`config.mk`:
```
export PLATFORM = sky130hd
export DESIGN_NAME = vram_scanout_flat
export DESIGN_NICKNAME = d
export VERILOG_FILES = /design/src/rtl/vram_scanout_if.sv /design/src/rtl/vram_scanout.sv /design/src/flat_wrapper.sv
export SDC_FILE = /design/constraint.sdc
export NUM_CORES = 1
export LEC_CHECK = 0
export CAP_MARGIN = 15
export CORE_AREA = 2 2 119 121
export DETAILED_ROUTE_END_ITERATION = 16
export DIE_AREA = 0 0 121 123
export GPL_ROUTABILITY_DRIVEN = 0
export SLEW_MARGIN = 5
export SYNTH_ARGS = -nofsm -noshare
export SYNTH_HDL_FRONTEND = slang
export SYNTH_SLANG_ARGS = --single-unit
```
`constraint.sdc`:
```
create_clock -name clk -period 1.8 [get_ports clk]
set_input_delay 0.36 -clock clk [delete_from_list [all_inputs] [get_ports clk]]
set_output_delay 0.36 -clock clk [all_outputs]
set_load 0.01 [all_outputs]
```
`src/rtl/vram_scanout_if.sv`:
```
// Scanout bundle: control inputs, the vram read port and the outgoing pixel stream.
// The scanout block is the master; the vram/display side is the slave.
interface vram_scanout_if #(
  parameter int ADDR_W = 24,
  parameter int DATA_W = 8
);
  logic              en;
  logic [ADDR_W-1:0] base_addr;
  logic [ADDR_W-1:0] vram_addr;
  logic [DATA_W-1:0] vram_dout;
  logic [DATA_W-1:0] pix_data;
  logic              pix_de;
  logic              pix_hsync;
  logic              pix_vsync;
  logic              frame_start;

  modport master (
    input  en, base_addr, vram_dout,
    output vram_addr, pix_data, pix_de, pix_hsync, pix_vsync, frame_start
  );

  modport slave (
    output en, base_addr, vram_dout,
    input  vram_addr, pix_data, pix_de, pix_hsync, pix_vsync, frame_start
  );
endinterface

```
`src/rtl/vram_scanout.sv`:
```
// Raster scanout: free-running H/V counters drive the vram read address, and the
// timing flags ride a delay line so they land on the same clock as the returned pixel.
module vram_scanout #(
  parameter int ADDR_W   = 24,
  parameter int DATA_W   = 8,
  parameter int H_ACTIVE = 640,
  parameter int H_FP     = 16,
  parameter int H_SYNC   = 96,
  parameter int H_BP     = 48,
  parameter int V_ACTIVE = 480,
  parameter int V_FP     = 10,
  parameter int V_SYNC   = 2,
  parameter int V_BP     = 33,
  parameter int RD_LAT   = 1,
  parameter int SYNC_POL = 0
) (
  input  logic           clk,
  input  logic           rst_n,
  vram_scanout_if.master bus
);
  localparam int H_TOTAL = H_ACTIVE + H_FP + H_SYNC + H_BP;
  localparam int V_TOTAL = V_ACTIVE + V_FP + V_SYNC + V_BP;
  localparam int HW      = $clog2(H_TOTAL);
  localparam int VW      = $clog2(V_TOTAL);
  localparam int STAGES  = RD_LAT + 1;

  localparam logic [HW-1:0] H_LAST  = HW'(H_TOTAL - 1);
  localparam logic [HW-1:0] H_ACT   = HW'(H_ACTIVE);
  localparam logic [HW-1:0] HS_BEG  = HW'(H_ACTIVE + H_FP);
  localparam logic [HW-1:0] HS_LAST = HW'(H_ACTIVE + H_FP + H_SYNC - 1);
  localparam logic [VW-1:0] V_LAST  = VW'(V_TOTAL - 1);
  localparam logic [VW-1:0] V_ACT   = VW'(V_ACTIVE);
  localparam logic [VW-1:0] VS_BEG  = VW'(V_ACTIVE + V_FP);
  localparam logic [VW-1:0] VS_LAST = VW'(V_ACTIVE + V_FP + V_SYNC - 1);
  localparam logic          SP      = (SYNC_POL != 0);

  typedef struct packed {
    logic act;
    logic hs;
    logic vs;
    logic fs;
  } tflags_t;

  logic [HW-1:0]     h_cnt;
  logic [VW-1:0]     v_cnt;
  logic              run;     // low for the first enabled edge so (0,0) starts after it
  logic [ADDR_W-1:0] line_q;  // start address of the current line; loaded with base at (0,0)
  tflags_t           cur;
  tflags_t [STAGES:1] vld_pipe;

  always_comb begin
    cur = '0;
    if (run) begin
      cur.act = (h_cnt < H_ACT) && (v_cnt < V_ACT);
      cur.hs  = (h_cnt >= HS_BEG) && (h_cnt <= HS_LAST);
      cur.vs  = (v_cnt >= VS_BEG) && (v_cnt <= VS_LAST);
      cur.fs  = (h_cnt == '0) && (v_cnt == '0);
    end
  end

  always_ff @(posedge clk or negedge rst_n) begin
    if (!rst_n) begin
      run   <= 1'b0;
      h_cnt <= '0;
      v_cnt <= '0;
    end else if (!bus.en) begin
      run   <= 1'b0;
      h_cnt <= '0;
      v_cnt <= '0;
    end else begin
      run <= 1'b1;
      if (run) begin
        if (h_cnt == H_LAST) begin
          h_cnt <= '0;
          v_cnt <= (v_cnt == V_LAST) ? '0 : v_cnt + 1'b1;
        end else begin
          h_cnt <= h_cnt + 1'b1;
        end
      end
    end
  end

  // Incremental addressing: line start steps by H_ACTIVE, pointer steps by one.
  // The address holds through blanking; those reads are dropped by the act flag.
  always_ff @(posedge clk or negedge rst_n) begin
    if (!rst_n) begin
      line_q        <= '0;
      bus.vram_addr <= '0;
    end else if (!bus.en || !run) begin
      line_q        <= '0;
      bus.vram_addr <= '0;
    end else if (cur.fs) begin
      line_q        <= bus.base_addr;
      bus.vram_addr <= bus.base_addr;
    end else if (cur.act) begin
      if (h_cnt == '0) begin
        line_q        <= line_q + ADDR_W'(H_ACTIVE);
        bus.vram_addr <= line_q + ADDR_W'(H_ACTIVE);
      end else begin
        bus.vram_addr <= bus.vram_addr + 1'b1;
      end
    end
  end

  always_ff @(posedge clk or negedge rst_n) begin
    if (!rst_n) begin
      vld_pipe        <= '0;
      bus.pix_data    <= {DATA_W{1'b0}};
      bus.pix_de      <= 1'b0;
      bus.pix_hsync   <= ~SP;
      bus.pix_vsync   <= ~SP;
      bus.frame_start <= 1'b0;
    end else if (!bus.en) begin
      vld_pipe        <= '0;
      bus.pix_data    <= {DATA_W{1'b0}};
      bus.pix_de      <= 1'b0;
      bus.pix_hsync   <= ~SP;
      bus.pix_vsync   <= ~SP;
      bus.frame_start <= 1'b0;
    end else begin
      vld_pipe[1] <= cur;
      for (int i = 2; i <= STAGES; i++) vld_pipe[i] <= vld_pipe[i-1];
      // vram_dout for this pixel is valid exactly when its flags reach the pipe tail
      bus.pix_data    <= vld_pipe[STAGES].act ? bus.vram_dout : {DATA_W{1'b0}};
      bus.pix_de      <= vld_pipe[STAGES].act;
      bus.pix_hsync   <= vld_pipe[STAGES].hs ? SP : ~SP;
      bus.pix_vsync   <= vld_pipe[STAGES].vs ? SP : ~SP;
      bus.frame_start <= vld_pipe[STAGES].fs;
    end
  end
endmodule

```
`src/flat_wrapper.sv`:
```
// flat-port wrapper written by rule: the top's interface ports become plain ports
module vram_scanout_flat 
#(
  parameter int ADDR_W   = 24,
  parameter int DATA_W   = 8,
  parameter int H_ACTIVE = 640,
  parameter int H_FP     = 16,
  parameter int H_SYNC   = 96,
  parameter int H_BP     = 48,
  parameter int V_ACTIVE = 480,
  parameter int V_FP     = 10,
  parameter int V_SYNC   = 2,
  parameter int V_BP     = 33,
  parameter int RD_LAT   = 1,
  parameter int SYNC_POL = 0
)
  (clk, rst_n, bus_en, bus_base_addr, bus_vram_dout, bus_vram_addr, bus_pix_data, bus_pix_de, bus_pix_hsync, bus_pix_vsync, bus_frame_start);
  vram_scanout_if #(.ADDR_W(ADDR_W), .DATA_W(DATA_W)) bus_i ();
  input  logic clk;
  input  logic rst_n;
  input wire logic [$bits(bus_i.en)-1:0] bus_en;
  input wire logic [$bits(bus_i.base_addr)-1:0] bus_base_addr;
  input wire logic [$bits(bus_i.vram_dout)-1:0] bus_vram_dout;
  output wire logic [$bits(bus_i.vram_addr)-1:0] bus_vram_addr;
  output wire logic [$bits(bus_i.pix_data)-1:0] bus_pix_data;
  output wire logic [$bits(bus_i.pix_de)-1:0] bus_pix_de;
  output wire logic [$bits(bus_i.pix_hsync)-1:0] bus_pix_hsync;
  output wire logic [$bits(bus_i.pix_vsync)-1:0] bus_pix_vsync;
  output wire logic [$bits(bus_i.frame_start)-1:0] bus_frame_start;
  assign bus_i.en = bus_en;
  assign bus_i.base_addr = bus_base_addr;
  assign bus_i.vram_dout = bus_vram_dout;
  assign bus_vram_addr = bus_i.vram_addr;
  assign bus_pix_data = bus_i.pix_data;
  assign bus_pix_de = bus_i.pix_de;
  assign bus_pix_hsync = bus_i.pix_hsync;
  assign bus_pix_vsync = bus_i.pix_vsync;
  assign bus_frame_start = bus_i.frame_start;
  vram_scanout #(.ADDR_W(ADDR_W), .DATA_W(DATA_W), .H_ACTIVE(H_ACTIVE), .H_FP(H_FP), .H_SYNC(H_SYNC), .H_BP(H_BP), .V_ACTIVE(V_ACTIVE), .V_FP(V_FP), .V_SYNC(V_SYNC), .V_BP(V_BP), .RD_LAT(RD_LAT), .SYNC_POL(SYNC_POL)) u_core (.clk(clk), .rst_n(rst_n), .bus(bus_i));
endmodule
```
Wire density map:
Bar = 20 um. The die is cut into 24 by 25 equal tiles; dark blue is low, red is high, scaled to the fullest tile. Values are wire area over tile area, all layers added.
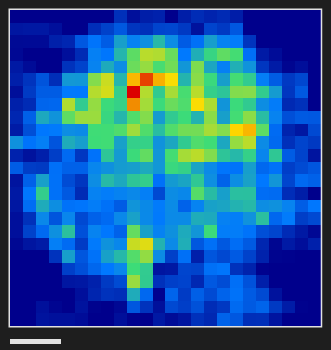
mean over tiles = 0.21
fullest tile = 0.86
tiles over half the peak = 13%
nearly empty tiles = 16%
total track usage: 24.1%
drt wl/cell: 18.7 um
via count: 5719
total wire length: 18700 um

Clock nets:
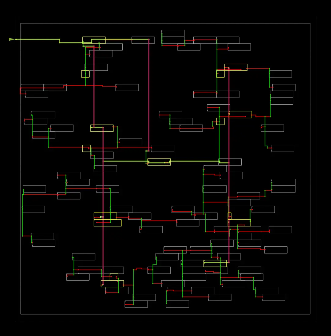
P_clk: 1.96 mW
Latency at later pin: 0.36 ns
cts bufs inserted: 9
FF+latch count: 89

Met3 routing:
Bar = 20 um.
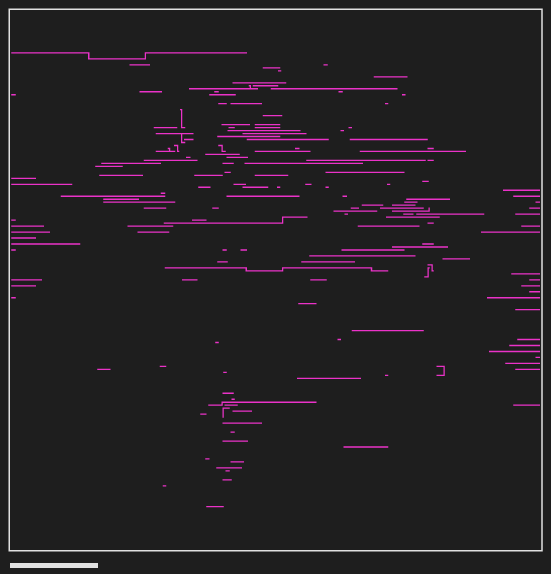
longest straight run = 28.5 um
wire length on this layer = 1150 um
met3 Use GR: 4.24%

Signal wires on met1:
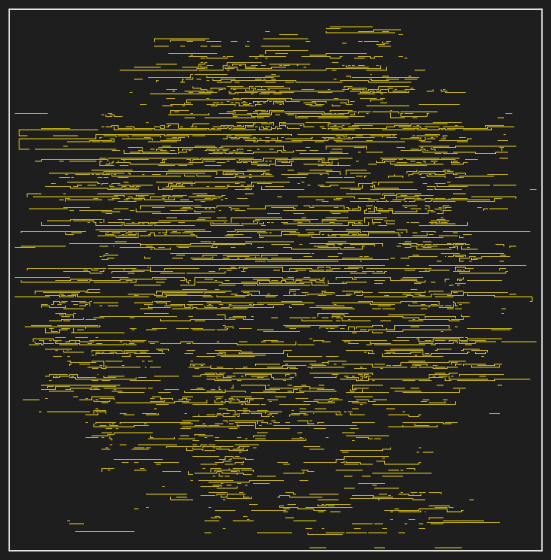
share of all routed wire = 42%
main direction = horizontal
nets with wire on the layer = 786
longest straight run = 63.0 um
wire length on this layer = 7860 um
GR Util met1: 31.9%

Placement by cell class:
Fill, decap, tap and diode cells in gray.
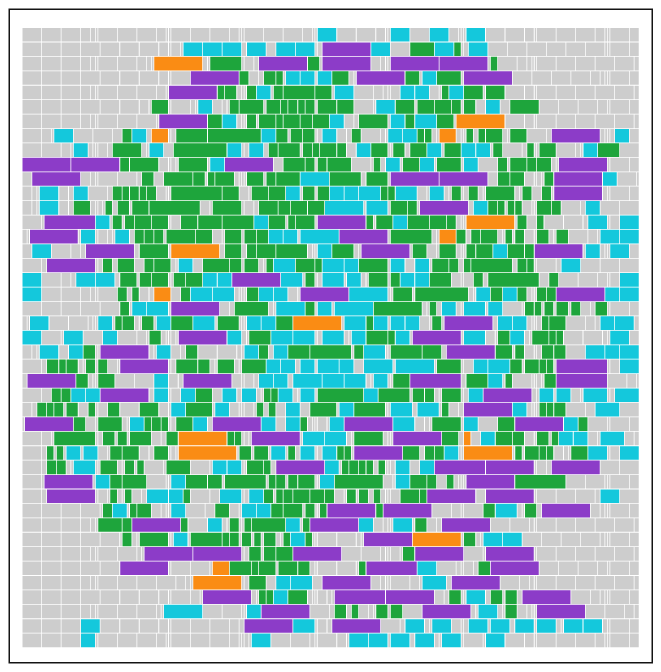
clock drivers and dummy loads -> orange  # cells 16, share of their area 3.6%
other buffers and delay cells -> cyan  # cells 269, share of their area 29%
all other logic -> green  # cells 444, share of their area 40%
flip-flops -> purple  # cells 89, share of their area 27%
std cell rows: 43
Final Util: 63.1%
Core ar.: 13600 um^2

==> impl_metrics.yaml <==
# yosys + openroad results
timing:
  slew_headroom_pct: 64.5
  fmax_mhz: 499
  timing.final.ws_setup_ns: -0.202
  fin_tns_setup_ns: -5.40
  hold_slack_ns: 0.364
  setup_viol: 55
status:
  outcome: "finished, violations left"
  violations: "negative setup slack"
synth:
  ys_seq_share_pct: 43.8
  logic_family: "AND-OR/OR-AND gates"
  yosysCellCount: 566
  synthFlopType: "dfrtp_1"
layout:
  antenna-diode-count: 0
  layout.cells.most_common: "buf_4"
  largest_cell_class: "logic gates"
  clk_share_pct: 3.53
  syn_to_final_growth_pct: 68.7
  postLayoutCellArea_um2: 8590
  nClkBuffers: 10
  sh_seq_area_pct: 26.0
setup_path:
  reg2reg_from: "u_core.line_q[8]"
  critPathMaxStageDelay_ns: 0.46
  crit_buf_inv: 2
  path_max_fanout: 6
  path_delay_family: "AND-OR/OR-AND gates"
detailed_routing:
  drt_first_pass_iters: 6
  drt-met1-wl_um: 7860
placement:
  io_buffers: 70
  hpwl_um: 12400
worst_hold_path:
  min_path_type: "flop to flop"
floorplanning:
  io_pins: 71
  chipArea_um2: 14900
power_and_ir_drop:
  p_comb_share_pct: 30.4
  switchingPower_mw: 1.82
clock_network:
  clk_pin_slew_worst_paths_ns: 0.07
flow_run:
  cap_violations: 0
global_route:
  grt_pass1_vias: 5451
[state kept, by name, indices dropped and copies added (netlist names)]
| name | cells |
|---|---|
| u_core.vld_pipe | 8 |
| u_core.bus.pix_vsync | 1 |
| u_core.h_cnt | 10 |
| u_core.bus.pix_data | 8 |
| u_core.bus.vram_addr | 24 |
| u_core.bus.frame_start | 1 |
| u_core.run | 1 |
| u_core.line_q | 24 |
| u_core.bus.pix_de | 1 |
| u_core.bus.pix_hsync | 1 |
| u_core.v_cnt | 10 |
[worst paths after layout]
| kind | to | cells after the start |
|---|---|---|
| min in group asynchronous | u_core.v_cnt[1] | 2 |
| min | u_core.bus.pix_vsync | 1 |
| max reg2reg | u_core.bus.vram_addr[17] | 7 |
| max in group asynchronous | u_core.bus.pix_vsync | 3 |
| min reg2reg | u_core.bus.pix_vsync | 1 |
| max | u_core.bus.vram_addr[17] | 7 |
[cells in the mapped netlist (3+ instances only)]
library cell   n  area share (%)
ha_1           7             1.7
a21oi_1       41             4.0
clkbuf_1      20             1.5
a22o_1         5            0.86
o211ai_1       4            0.59
xnor2_1       11             1.9
inv_1         21             1.5
nor4_1         7            0.86
nand4_1       15             1.8
dfrtp_1       87              43
a21o_1         4            0.59
a31oi_1       10             1.2
or3_1          3            0.37
o221ai_1      11             1.9
and3_1        16             2.0
o31ai_1        6            0.88
nand2_1       48             3.5
o31a_1         5            0.86
nor2b_1        5            0.61
o22ai_1        6            0.74
o2bb2ai_1      7             1.2
a221oi_1       5            0.86
o21ai_0       50             4.9
buf_2         12             1.2
and4_1         6             1.0
a211oi_1       7             1.0
and2_1        11             1.4
nor2_1        38             2.8
nor3_1        21             2.1
nand3_1       19             1.9
mux2i_1        9             1.8
xor2_1        11             1.9
Power figures rest on the tool's default switching activity, not on a simulated workload.
